==> src/rtl/cpu_defs.sv <==
// Shared definitions for the MIPS pipeline.
// Constants and the IF/ID bundle are used by every stage.
package cpu_defs;

    localparam logic [31:0] NOP_INSTR      = 32'h0;
    localparam logic [31:0] RESET_VECTOR   = 32'h0;
    localparam logic [31:0] ALIGN_MASK     = 32'h3;
    localparam int          WORD_BYTES     = 4;
    localparam int          IMEM_WORDS_DEF = 128;

    typedef enum logic [1:0] {
        IFA_HOLD,
        IFA_LOAD,
        IFA_BUBBLE
    } if_act_e;

    typedef struct packed {
        logic [31:0] pc4;
        logic [31:0] instr;
        logic        valid;
    } if_id_t;

endpackage

==> src/rtl/pc_next_sel.sv <==
// Next-PC selection for the fetch stage.
// Picks redirect, hold or sequential PC and the IF/ID action.
module pc_next_sel
    import cpu_defs::*;
#(
    parameter int IMEM_WORDS = IMEM_WORDS_DEF
) (
    input  logic [31:0] pc,
    input  logic        stall,
    input  logic        branch_taken,
    input  logic [31:0] branch_target,
    input  logic        jump,
    input  logic [31:0] jump_target,
    output logic [31:0] pc_next,
    output logic [31:0] pc4,
    output if_act_e     act,
    output logic        misalign,
    output logic        oor
);

    localparam logic [32:0] LIMIT =
        33'(IMEM_WORDS) * 33'(WORD_BYTES);

    logic in_range;
    logic sel_br;
    logic sel_jp;
    logic sel_st;
    logic sel_nm;

    assign pc4      = pc + 32'(WORD_BYTES);
    assign in_range = {1'b0, pc} < LIMIT;

    // Branch is the older instruction, so it beats a same-cycle jump.
    assign sel_br = branch_taken;
    assign sel_jp = jump & ~branch_taken;
    assign sel_st = stall & ~branch_taken & ~jump;
    assign sel_nm = ~(stall | branch_taken | jump);

    always_comb begin
        pc_next  = pc;
        act      = IFA_HOLD;
        misalign = 1'b0;
        oor      = 1'b0;
        unique case (1'b1)
            sel_br: begin
                pc_next  = branch_target & ~ALIGN_MASK;
                act      = IFA_BUBBLE;
                misalign = |branch_target[1:0];
            end
            sel_jp: begin
                pc_next  = jump_target & ~ALIGN_MASK;
                act      = IFA_BUBBLE;
                misalign = |jump_target[1:0];
            end
            sel_st: begin
                pc_next = pc;
                act     = IFA_HOLD;
            end
            sel_nm: begin
                pc_next = pc4;
                act     = in_range ? IFA_LOAD : IFA_BUBBLE;
                oor     = ~in_range;
            end
            default: begin
                pc_next = pc;
            end
        endcase
    end

endmodule

==> src/rtl/if_stage.sv <==
// Instruction-fetch stage: PC register and IF/ID pipeline register.
// Also keeps a sticky fetch fault and a count of valid fetches.
module if_stage
    import cpu_defs::*;
#(
    parameter logic [31:0] RESET_PC   = RESET_VECTOR,
    parameter int          IMEM_WORDS = IMEM_WORDS_DEF
) (
    input  logic        clk,
    input  logic        rst,
    input  logic        stall,
    input  logic        branch_taken,
    input  logic [31:0] branch_target,
    input  logic        jump,
    input  logic [31:0] jump_target,
    output logic [31:0] imem_addr,
    input  logic [31:0] imem_instr,
    output logic [31:0] pc,
    output logic [31:0] if_id_pc4,
    output logic [31:0] if_id_instr,
    output logic        if_id_valid,
    output logic        fetch_fault,
    output logic [31:0] fetch_count
);

    logic [31:0] pc_q;
    logic [31:0] pc_next;
    logic [31:0] pc4;
    if_act_e     act;
    logic        misalign;
    logic        oor;
    if_id_t      if_id_q;
    logic        fault_q;
    logic [31:0] count_q;

    pc_next_sel #(
        .IMEM_WORDS(IMEM_WORDS)
    ) u_sel (
        .pc           (pc_q),
        .stall        (stall),
        .branch_taken (branch_taken),
        .branch_target(branch_target),
        .jump         (jump),
        .jump_target  (jump_target),
        .pc_next      (pc_next),
        .pc4          (pc4),
        .act          (act),
        .misalign     (misalign),
        .oor          (oor)
    );

    always_ff @(posedge clk) begin
        if (rst) begin
            pc_q    <= RESET_PC;
            if_id_q <= '{pc4: 32'h0, instr: NOP_INSTR, valid: 1'b0};
            fault_q <= 1'b0;
            count_q <= 32'h0;
        end else begin
            pc_q    <= pc_next;
            fault_q <= fault_q | misalign | oor;
            unique case (act)
                IFA_LOAD: begin
                    if_id_q <= '{pc4: pc4, instr: imem_instr, valid: 1'b1};
                    count_q <= count_q + 32'd1;
                end
                IFA_BUBBLE: begin
                    if_id_q <= '{pc4: 32'h0, instr: NOP_INSTR, valid: 1'b0};
                end
                default: begin
                    if_id_q <= if_id_q;
                end
            endcase
        end
    end

    assign imem_addr   = pc_q;
    assign pc          = pc_q;
    assign if_id_pc4   = if_id_q.pc4;
    assign if_id_instr = if_id_q.instr;
    assign if_id_valid = if_id_q.valid;
    assign fetch_fault = fault_q;
    assign fetch_count = count_q;

endmodule

==> config.mk <==
export PLATFORM = sky130hd
export DESIGN_NAME = if_stage
export DESIGN_NICKNAME = d
export VERILOG_FILES = /design/src/rtl/cpu_defs.sv /design/src/rtl/pc_next_sel.sv /design/src/rtl/if_stage.sv
export SDC_FILE = /design/constraint.sdc
export NUM_CORES = 1
export LEC_CHECK = 0
export CORE_MARGIN = 8
export CORE_UTILIZATION = 35
export DETAILED_ROUTE_END_ITERATION = 10
export GPL_ROUTABILITY_DRIVEN = 0
export GPL_TIMING_DRIVEN = 0
export PLACE_DENSITY = 0.68
export RECOVER_POWER = 100
export SETUP_SLACK_MARGIN = 0.3
export SLEW_MARGIN = 5
export SYNTH_ARGS = -nofsm -noshare
export SYNTH_HDL_FRONTEND = slang
export SYNTH_SLANG_ARGS = --single-unit
==> constraint.sdc <==
create_clock -name clk -period 7.45 [get_ports clk]
set_clock_uncertainty 0.2 [all_clocks]
set_input_delay 1.8625 -clock clk [delete_from_list [all_inputs] [get_ports clk]]
set_output_delay 1.8625 -clock clk [all_outputs]
set_load 0.01 [all_outputs]
==> results.toml <==
# implementation run metrics
[placement]
placed_cells = 1236
placedInstanceArea_um2 = 8926
dp_hpwl_mm = 18.04
port_buffers = 254
pre_cts_ws_ns = 1.442

[global_routing]
grt_max_degree = 17
grt_overflow = 0
grt_pass1_vias = 6449
grt_pass1_wl_mm = 36.74
antenna_found_initial = 3

[setup_path]
rr_startpoint = "imem_addr[20]"
reg2reg_slack_ns = 3.04
worst-setup-path-type = "input pin to flop"
critPathMaxFanout = 10
crit_path_start_kind = "input pin"
cp-end-kind = "flop"
cp.arrival_ns = 6.41
required_ns = 7.54
worstRegToRegCells = 12
r2r_end = "fetch_count[31]"

[clock_tree]
post_cts_buffers = 0
clock_path_buffers = 2
tritoncts = "built"
clk_latency_ns = 0.42
cts-root-buf = "clkbuf_16"
path_clk_slew_ns = 0.06
postCtsHoldBufs = 0
ctsResizeCount = 0
cts_sinks = 126
htree_levels = 4
numCtsBuffers = 17

[floorplanning]
placementRows = 48
die_h_um = 147.8
initCoreUtil = 0.3554
ios = 263
die_x_um = 147.8
die_area_um2 = 21860

[synthesis]
synth_chip_area_um2 = 6083
async_reset_ff_frac = 0
ys_ff = 126
syn_inst = 752
avgSynthCellArea_um2 = 8.090
synth_top_area_share = 0.4146
ys.flop_type = "dfxtp_1"
syn_area_um2 = 6083
top_cells_by_area = "dfxtp_1, nor2_1, a22oi_1, xor2_1, a21oi_1"
synth_cell_types = 44
edf_count = 0
yosysWarnings = 0
yosys_cells = 752
ys_seq_frac = 0.4146
synth_area_leader_cell = "dfxtp_1"

[route]
route.detailed.drc = 0
routed_via_density = 5.190
drt_first_pass_iters = 7
drt.antenna.violating_nets = 0
drt_iter0_drc = 474

[job]
max-cap-violations = 2
warnings = 26

[power]
power_leakage_nw = 3.872
total_power_mw = 1.954
powerDensity_nw_per_um2 = 203.2
ir_worst_vdd_v = 0.0001837

[outcome]
outcome = "finished with violations"
failed_checks = "capacitance limit, slew limit"

[cells_and_area]
lay_top_cells = "dlygate4sd3_1, dfxtp_1, clkdlybuf4s50_1"
final_cell_count_no_fill = 1271
area_growth_pct = 58.08
drive_gt1_frac = 0.06903
layout_top_cell = "dlygate4sd3_1"
final_nets = 1134

[hold_path]
min_to = "if_id_pc4[26]"
holdCritPathClass = "flop to flop"
hp-start = "if_id_pc4[26]"
holdPathStages = 2

[timing]
setup_viol = 0
rsz0062_at_grt = "no"
setup_tns_ns = 0
hold_viol = 0
tightest_slew_ns = 1.635
setup_ws_ns = 1.122
finalMaxSlewViolations = 21
relSlewSlack = -0.1001
fin_crit_sh = 0.8494
hold-worst-slack_ns = 0.2466
fin_crit_ns = 6.328
fmax_ghz = 0.1580
area by class of cell:
class / instances / area, um^2
Fill cell: 1622 / 7500
Multi-Input combinational cell: 534 / 3062
Timing Repair Buffer: 254 / 2542
Sequential cell: 126 / 2522
Clock buffer: 23 / 498.0
Buffer: 89 / 470.5
Tap cell: 225 / 281.5
Clock inverter: 9 / 202.7
Inverter: 8 / 30.03
Antenna cell: 3 / 7.507
cell usage after synthesis, types with 8 or more instances:
cell type and number:
nand4_1 17, o21ai_0 33, nor3_1 25, nor2b_1 9
xor2_1 35, dfxtp_1 126, nand3b_1 16, nor2_1 100
o22ai_1 14, xnor2_1 20, buf_4 36, nand2_1 66
a22oi_1 44, nand3_1 25, clkbuf_1 46, a21oi_1 54
inv_1 8, nor4_1 14
state kept, by name (all words and copies together) (netlist names):
register / flops
fetch_count: 32
fetch_fault: 1
if_id_instr: 32
if_id_pc4: 30
if_id_valid: 1
imem_addr: 30
cells by family (layout without fill, tap and decap cells):
kind of cell | after synthesis | after routing | synth area share
AND-OR/OR-AND | 164 | 164 | 0.1658
XOR/XNOR | 55 | 55 | 0.07919
adder cells (fa/ha/maj) | 3 | 3 | 0.006171
buffers and inverters | 97 | 383 | 0.08309
flip-flops | 126 | 126 | 0.4146
multiplexers | 1 | 1 | 0.001645
other | 1 | 9 | 0.0006164
AND/OR/NAND/NOR | 305 | 305 | 0.2489
worst max-delay path, stage by stage:
cell	delay, ns
dlygate4sd3_1	0.56
clkbuf_1	0.31
nor3_1	0.43
clkbuf_1	0.51
nor2b_1	0.21
ha_1	0.16
clkbuf_1	0.24
nand4_1	0.30
nor4_1	1.31
nand4_1	0.27
xor2_1	0.20
nor2_1	0.05
layer usage:
layer | GRT usage | routed length [um]
met5 | 0 | 0
met4 | 0.07139 | 513
met3 | 0.06420 | 1973
met2 | 0.3521 | 11310
met1 | 0.2641 | 9872
how the worst max path moves through the flow:
stage                             from               to  slack [ns]  depth (start not counted)
after floorplan           branch_taken  fetch_count[31]        2.82                         11
after global placement            jump  fetch_count[31]        1.51                         12
after detailed placement          jump  if_id_instr[11]        1.44                         13
after CTS                         jump  if_id_instr[23]        1.84                         13
after global routing              jump  fetch_count[31]        0.71                         12
final                             jump  fetch_count[31]        1.12                         12
report_power, final:
group / total, mW / internal (mW) / switching [mW]
logic: 0.256 / 0.134 / 0.122
registers: 0.719 / 0.692 / 0.0276
clock network: 0.978 / 0.673 / 0.305
total: 1.95 / 1.50 / 0.455
### Routing congestion map

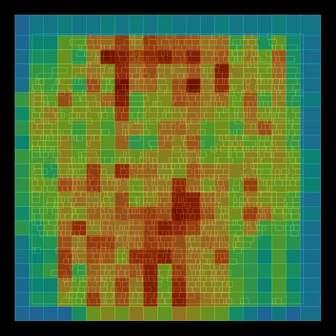
Final Util: 0.5618
Avg WL per Cell: 18.62 um

### Sequential cells colored by netlist name

The bar under the picture is 50 um long. Other sequential cells in the stronger gray, the rest of the logic in the fainter gray.
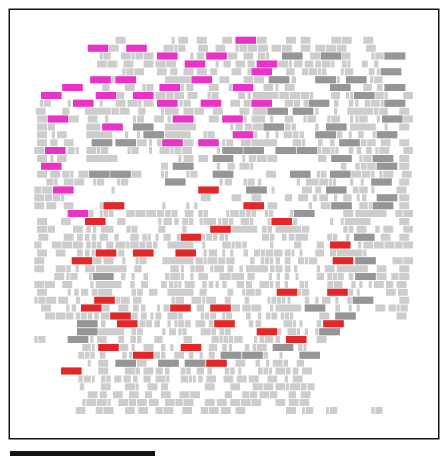
[magenta] `if_id_instr` | placed flops: 32
[red] `imem_addr` | placed flops: 30
Flop+latch power: 0.719 mW
Flop area: 2522 um^2
sequential share of cell area: 0.2623

### Metal layers overlaid

The bar under the picture is 50 um long.
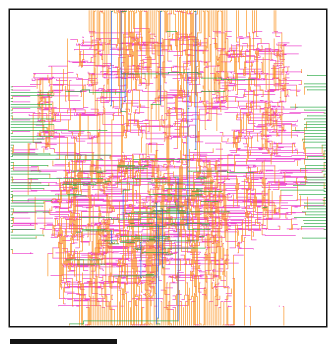
[green] metal 3 | wire length: 1970 um
[orange] metal 2 | wire length: 11300 um
[magenta] metal 1 | wire length: 9870 um
[blue] metal 4 | wire length: 513 um
drt total wl: 23.67 mm
via count: 6597
gr usage total: 0.2149

### Signal metal coverage by tile

The bar under the picture is 50 um long. The die is cut into 30 by 30 equal tiles; dark blue is low, red is high, scaled to the fullest tile. Values are wire area over tile area, all layers added.
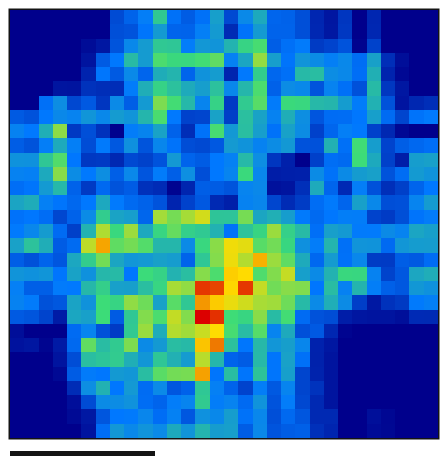
tiles over half the peak: 11%
fullest tile: 0.69
emptiest ninth of the die: bottom right
nearly empty tiles: 16%

### Placement by cell class

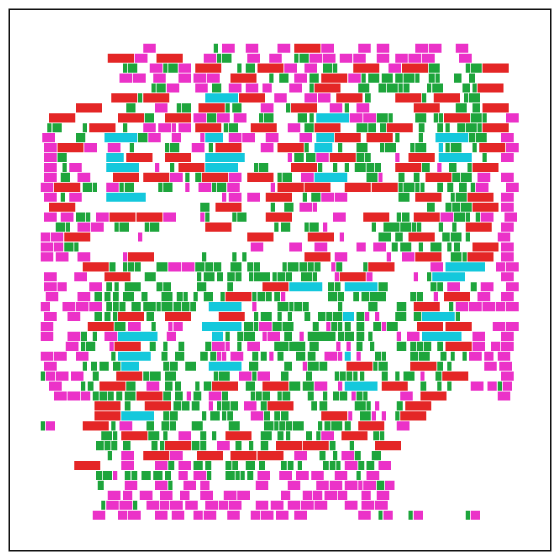
[magenta] other buffers and delay cells | cells: 343
[cyan] clock drivers and dummy loads | cells: 32
[red] flops | cells: 126
[green] combinational and other logic | cells: 542
fin area: 9617 um^2
Core ar.: 17120 um^2

Power and IR drop assume default switching activity.
